Figure 1. Local utilization.
Bar = 20 microns. The die is cut into 8 by 10 equal tiles; dark blue is low, red is high, 0 to 100% covered.
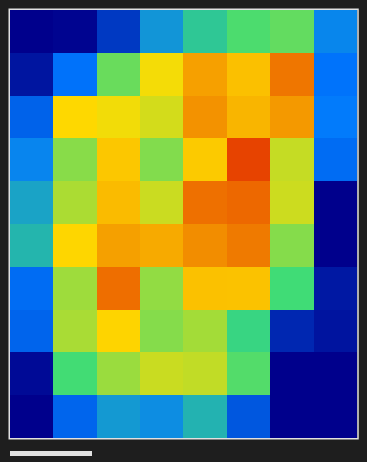
Figure 2. Sizing map.
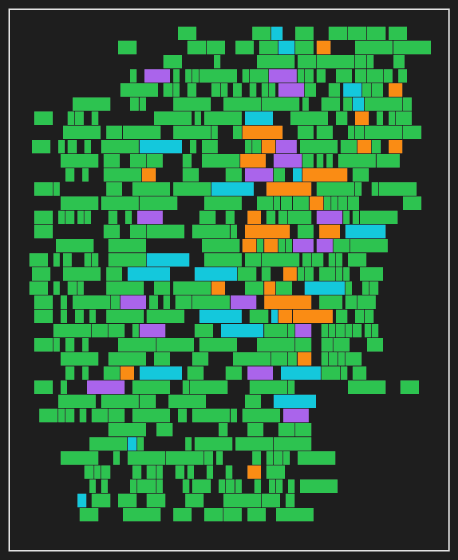
Figure 3. Wire density map.
Bar = 20 microns. The die is cut into 17 by 21 equal tiles; dark blue is low, red is high, scaled to the fullest tile. Values are wire area over tile area, all layers added.
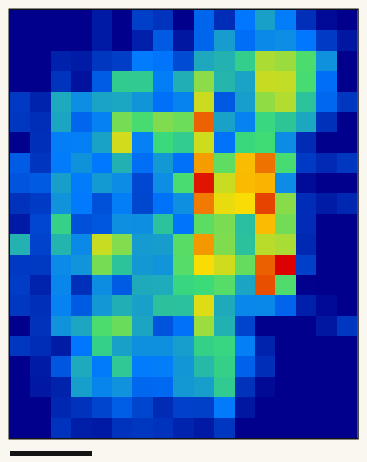
--- src/rtl/audio_pkg.sv ---
// Shared audio-path constants and the stereo sample type exchanged with the DSP core.
package audio_pkg;

  localparam int unsigned SAMPLE_BITS = 16;
  localparam int unsigned SLOT_BITS   = 48;
  localparam int unsigned FRAME_BITS  = 2 * SLOT_BITS;
  localparam int unsigned BCLK_HALF   = 2;

  typedef struct packed {
    logic [15:0] l;
    logic [15:0] r;
  } stereo_sample_t;

endpackage

--- src/rtl/i2s_clock_gen.sv ---
// BCLK divider and frame bit counter; tick marks each BCLK falling edge.
module i2s_clock_gen #(
  parameter int unsigned SLOT_BITS = audio_pkg::SLOT_BITS,
  parameter int unsigned BCLK_HALF = audio_pkg::BCLK_HALF,
  parameter int unsigned CNT_W     = $clog2(2 * SLOT_BITS)
) (
  input  logic             clock,
  input  logic             reset,
  output logic             aud_bclk,
  output logic             tick,
  output logic [CNT_W-1:0] bit_cnt,
  output logic             aud_daclrck
);

  localparam int unsigned      DIV_W      = (BCLK_HALF > 1) ? $clog2(BCLK_HALF) : 1;
  localparam logic [DIV_W-1:0] DIV_LAST   = DIV_W'(BCLK_HALF - 1);
  localparam logic [CNT_W-1:0] CNT_LAST   = CNT_W'(2 * SLOT_BITS - 1);
  localparam logic [CNT_W-1:0] SLOT_START = CNT_W'(SLOT_BITS);

  logic [DIV_W-1:0] div_cnt;
  logic             div_wrap;

  assign div_wrap = (div_cnt == DIV_LAST);
  assign tick     = div_wrap && aud_bclk;

  always_ff @(posedge clock) begin
    if (reset) begin
      div_cnt     <= '0;
      aud_bclk    <= 1'b0;
      bit_cnt     <= '0;
      aud_daclrck <= 1'b0;
    end else begin
      if (div_wrap) begin
        div_cnt  <= '0;
        aud_bclk <= ~aud_bclk;
      end else begin
        div_cnt <= div_cnt + DIV_W'(1);
      end
      // LRCK follows the pre-tick count, so it changes one BCLK after the count wraps.
      if (tick) begin
        bit_cnt     <= (bit_cnt == CNT_LAST) ? '0 : bit_cnt + CNT_W'(1);
        aud_daclrck <= (bit_cnt >= SLOT_START);
      end
    end
  end

endmodule

--- src/rtl/i2s_dac_serializer.sv ---
// I2S serializer for the SSM2603 DAC: one-frame hold buffer, frame registers, bit select.
// SAMPLE_BITS must be smaller than SLOT_BITS.
module i2s_dac_serializer #(
  parameter int unsigned SAMPLE_BITS = audio_pkg::SAMPLE_BITS,
  parameter int unsigned SLOT_BITS   = audio_pkg::SLOT_BITS,
  parameter int unsigned BCLK_HALF   = audio_pkg::BCLK_HALF
) (
  input  logic                   clock,
  input  logic                   reset,
  input  logic [SAMPLE_BITS-1:0] sample_l,
  input  logic [SAMPLE_BITS-1:0] sample_r,
  input  logic                   sample_valid,
  output logic                   sample_ready,
  input  logic                   mute,
  output logic                   aud_bclk,
  output logic                   aud_daclrck,
  output logic                   aud_dacdat,
  output logic                   frame_strobe,
  output logic [7:0]             underrun_count
);

  localparam int unsigned      CNT_W      = $clog2(2 * SLOT_BITS);
  localparam int unsigned      IDX_W      = (SAMPLE_BITS > 1) ? $clog2(SAMPLE_BITS) : 1;
  localparam logic [CNT_W-1:0] CNT_LAST   = CNT_W'(2 * SLOT_BITS - 1);
  localparam logic [CNT_W-1:0] SLOT_START = CNT_W'(SLOT_BITS);
  localparam logic [CNT_W-1:0] DATA_LAST  = CNT_W'(SAMPLE_BITS);

  logic                   tick;
  logic [CNT_W-1:0]       bit_cnt;
  logic                   hold_full;
  logic [SAMPLE_BITS-1:0] hold_l, hold_r;
  logic [SAMPLE_BITS-1:0] frame_l, frame_r;
  logic                   accept, load;
  logic [CNT_W-1:0]       slot_pos;
  logic [SAMPLE_BITS-1:0] chan;
  logic                   bit_next;

  i2s_clock_gen #(
    .SLOT_BITS (SLOT_BITS),
    .BCLK_HALF (BCLK_HALF),
    .CNT_W     (CNT_W)
  ) u_clock_gen (
    .clock       (clock),
    .reset       (reset),
    .aud_bclk    (aud_bclk),
    .tick        (tick),
    .bit_cnt     (bit_cnt),
    .aud_daclrck (aud_daclrck)
  );

  assign sample_ready = !hold_full;
  assign accept       = sample_valid && !hold_full;
  assign load         = tick && (bit_cnt == CNT_LAST);

  // Slot position p carries channel bit SAMPLE_BITS-p: MSB lands one BCLK after LRCK changes.
  always_comb begin
    slot_pos = (bit_cnt >= SLOT_START) ? bit_cnt - SLOT_START : bit_cnt;
    chan     = aud_daclrck ? frame_r : frame_l;
    bit_next = 1'b0;
    if (slot_pos >= CNT_W'(1) && slot_pos <= DATA_LAST)
      bit_next = chan[IDX_W'(DATA_LAST - slot_pos)];
  end

  always_ff @(posedge clock) begin
    if (reset) begin
      hold_full      <= 1'b0;
      hold_l         <= '0;
      hold_r         <= '0;
      frame_l        <= '0;
      frame_r        <= '0;
      aud_dacdat     <= 1'b0;
      frame_strobe   <= 1'b0;
      underrun_count <= '0;
    end else begin
      frame_strobe <= load;
      if (accept) begin
        hold_l <= sample_l;
        hold_r <= sample_r;
      end
      // Load reads the pre-edge hold state; a same-cycle accept refills hold for the next frame.
      if (accept)
        hold_full <= 1'b1;
      else if (load)
        hold_full <= 1'b0;
      if (load) begin
        if (hold_full && !mute) begin
          frame_l <= hold_l;
          frame_r <= hold_r;
        end else begin
          frame_l <= '0;
          frame_r <= '0;
        end
        if (!hold_full && underrun_count != '1)
          underrun_count <= underrun_count + 8'd1;
      end
      if (tick)
        aud_dacdat <= bit_next;
    end
  end

endmodule
--- config.mk ---
export PLATFORM = sky130hd
export DESIGN_NAME = i2s_dac_serializer
export DESIGN_NICKNAME = d
export VERILOG_FILES = /design/src/rtl/audio_pkg.sv /design/src/rtl/i2s_clock_gen.sv /design/src/rtl/i2s_dac_serializer.sv
export SDC_FILE = /design/constraint.sdc
export NUM_CORES = 1
export LEC_CHECK = 0
export CORE_ASPECT_RATIO = 1.25
export CORE_MARGIN = 3
export CORE_UTILIZATION = 45
export CTS_CLUSTER_SIZE = 20
export DETAILED_ROUTE_END_ITERATION = 12
export GPL_TIMING_DRIVEN = 0
export HOLD_SLACK_MARGIN = 0.06
export PLACE_DENSITY = 0.71
export REMOVE_ABC_BUFFERS = 1
export SYNTH_ARGS = -nofsm -noshare
export SYNTH_HDL_FRONTEND = slang
export SYNTH_SLANG_ARGS = --single-unit
--- constraint.sdc ---
create_clock -name clock -period 1.8 [get_ports clock]
set_input_delay 0.18 -clock clock [delete_from_list [all_inputs] [get_ports clock]]
set_output_delay 0.18 -clock clock [all_outputs]
set_load 0.01 [all_outputs]
==> qor.csv <==
metric;value;unit
largest net degree at the start of global routing;40;
Final Total Pwr;3.48;mW
reported max-cap violation count;0;
RSZ-0062 raised after global routing;true;
leakage power;1.64;nW
postcts setup bufs;13;
die height;104;microns
Avg Synthesized Cell Area;9.43;sq um
synthesized area;3440;sq um
FFs & Latches;85;
crit path max fanout;6;
Slew HR;0.576;
Clock Pin Slew Worst Setup and Hold Paths;0.08;ns
asr flop ratio synth;0;
DP Cell Count;484;
Post-synth top cells;dfxtp_1 (85), nand2_1 (75), a21oi_1 (42);
CP bufs+invs;1;
Synth Seq Share;0.495;
switch share;0.256;
hold slack;0.180;ns
Biggest Area Class;registers;
Internal;2.59;mW
total track usage;0.174;
hpwl dp;4.79;mm
hold_sp;reset;
post-place setup slack;-0.833;ns
antenna-violating nets left;0;
NonClk Buf Share;0.153;
Hold Path End;u_clock_gen.aud_daclrck;
ao+oa area frac;0.161;
min cycle time layout;1.92;ns
logic share of the area;0.380;
violated checks;setup timing;
crit path kind;reg -> reg;
XOR-XNOR Cells, Area Fraction;0.0331;
antenna violations before repair;0;
top comb family, area;simple AND/OR/NAND/NOR gates;
gr busiest metal;met2;
achievable frequency;520;MHz
I/O Buffers;48;
Synth area leaders;dfxtp_1 (49%), nand2_1 (8.2%), a22o_1 (7.9%);
Seq pwr share;0.564;
crit path from;u_clock_gen.bit_cnt[0];
FP Rows;35;
count leader, synth;dfxtp_1;
total tool warning count;30;
yosys stat cell total;365;
wire per inst;14.2;microns
cell mode on critical path;mux2i_1;
Clk network pwr share;0.349;
Total Wirelength;7.31;mm
Tightest Pin Transition;0.634;ns
Yosys chip area;3440;sq um
sequential cell area share;0.394;
Routability Congestion;0.767;
worst min path class;in -> reg;
Worst setup EP type;register;
drt via density;5.38;
CP max stage delay;0.51;ns
Setup violations, final;35;
CTS Hold Buffers Added;0;
met1 Usage GRT;0.208;
r2r endpoint;aud_dacdat;
worst r2r path cells;7;
Setup TNS;-1.76;ns
Top Layout Cells;dfxtp_1 (80), nand2_1 (73), clkdlybuf4s50_1 (47), a21oi_1 (42), a22o_1 (31);
vias in the first global route;2700;
dominant logic cell type in the layout;dfxtp_1;
first-pass GRT wire length;12.5;mm
final cell area excluding filler cells;4350;sq um
fin. max-slew vios;0;
clk pwr;1.21;mW
Worst Setup EP;aud_dacdat;
Comb group;304;uW
clk_skew;0.0106;ns
final worst slack;-0.122;ns
worst skew pair latency;0.36;ns
Main power group;registers;
DRT Pass-1 Iters;4;
DR WL met3;246;microns
Die Size;8740;sq um
initial drt markers;142;
Syn-to-layout area delta;26.5;%
Non-Filler Instances;516;
Critical Path Source Type;register;
tap cells;92;
Worst Hold Path Cells;2;
Warnings, synthesis;0;
power density over the cells;799;nW/um^2
status;finished, violations left;
post-synth top area cell;dfxtp_1;
Hold Vio Cnt, Final;0;
area share, top type;0.495;
Cell Type Count;36;
clock network share of area;0.0400;
mi-comb count;248;
# diodes;0;
arrival time at the worst endpoint;2.17;ns
CP max-delay cell;mux4_2;
## Picture notes: Figure 1
mean over tiles	49%
emptiest ninth of the die	south-east
fullest tile	92%
Core Box Area: 7400 sq um
Layout Utilization: 0.588
floorplan utilization: 0.465

## Picture notes: Figure 2
size	colour	cells	share
drive 1 or less	green	360	85%
drive 2	cyan	21	5.0%
drive 3 to 4	orange	26	6.1%
drive 6 and up	purple	17	4.0%

## Picture notes: Figure 3
nearly empty tiles	19%
fullest tile	0.50
emptiest ninth of the die	south-east
tiles over half the peak	16%
densest ninth of the die	centre

Power figures rest on the tool's default switching activity, not on a simulated workload.
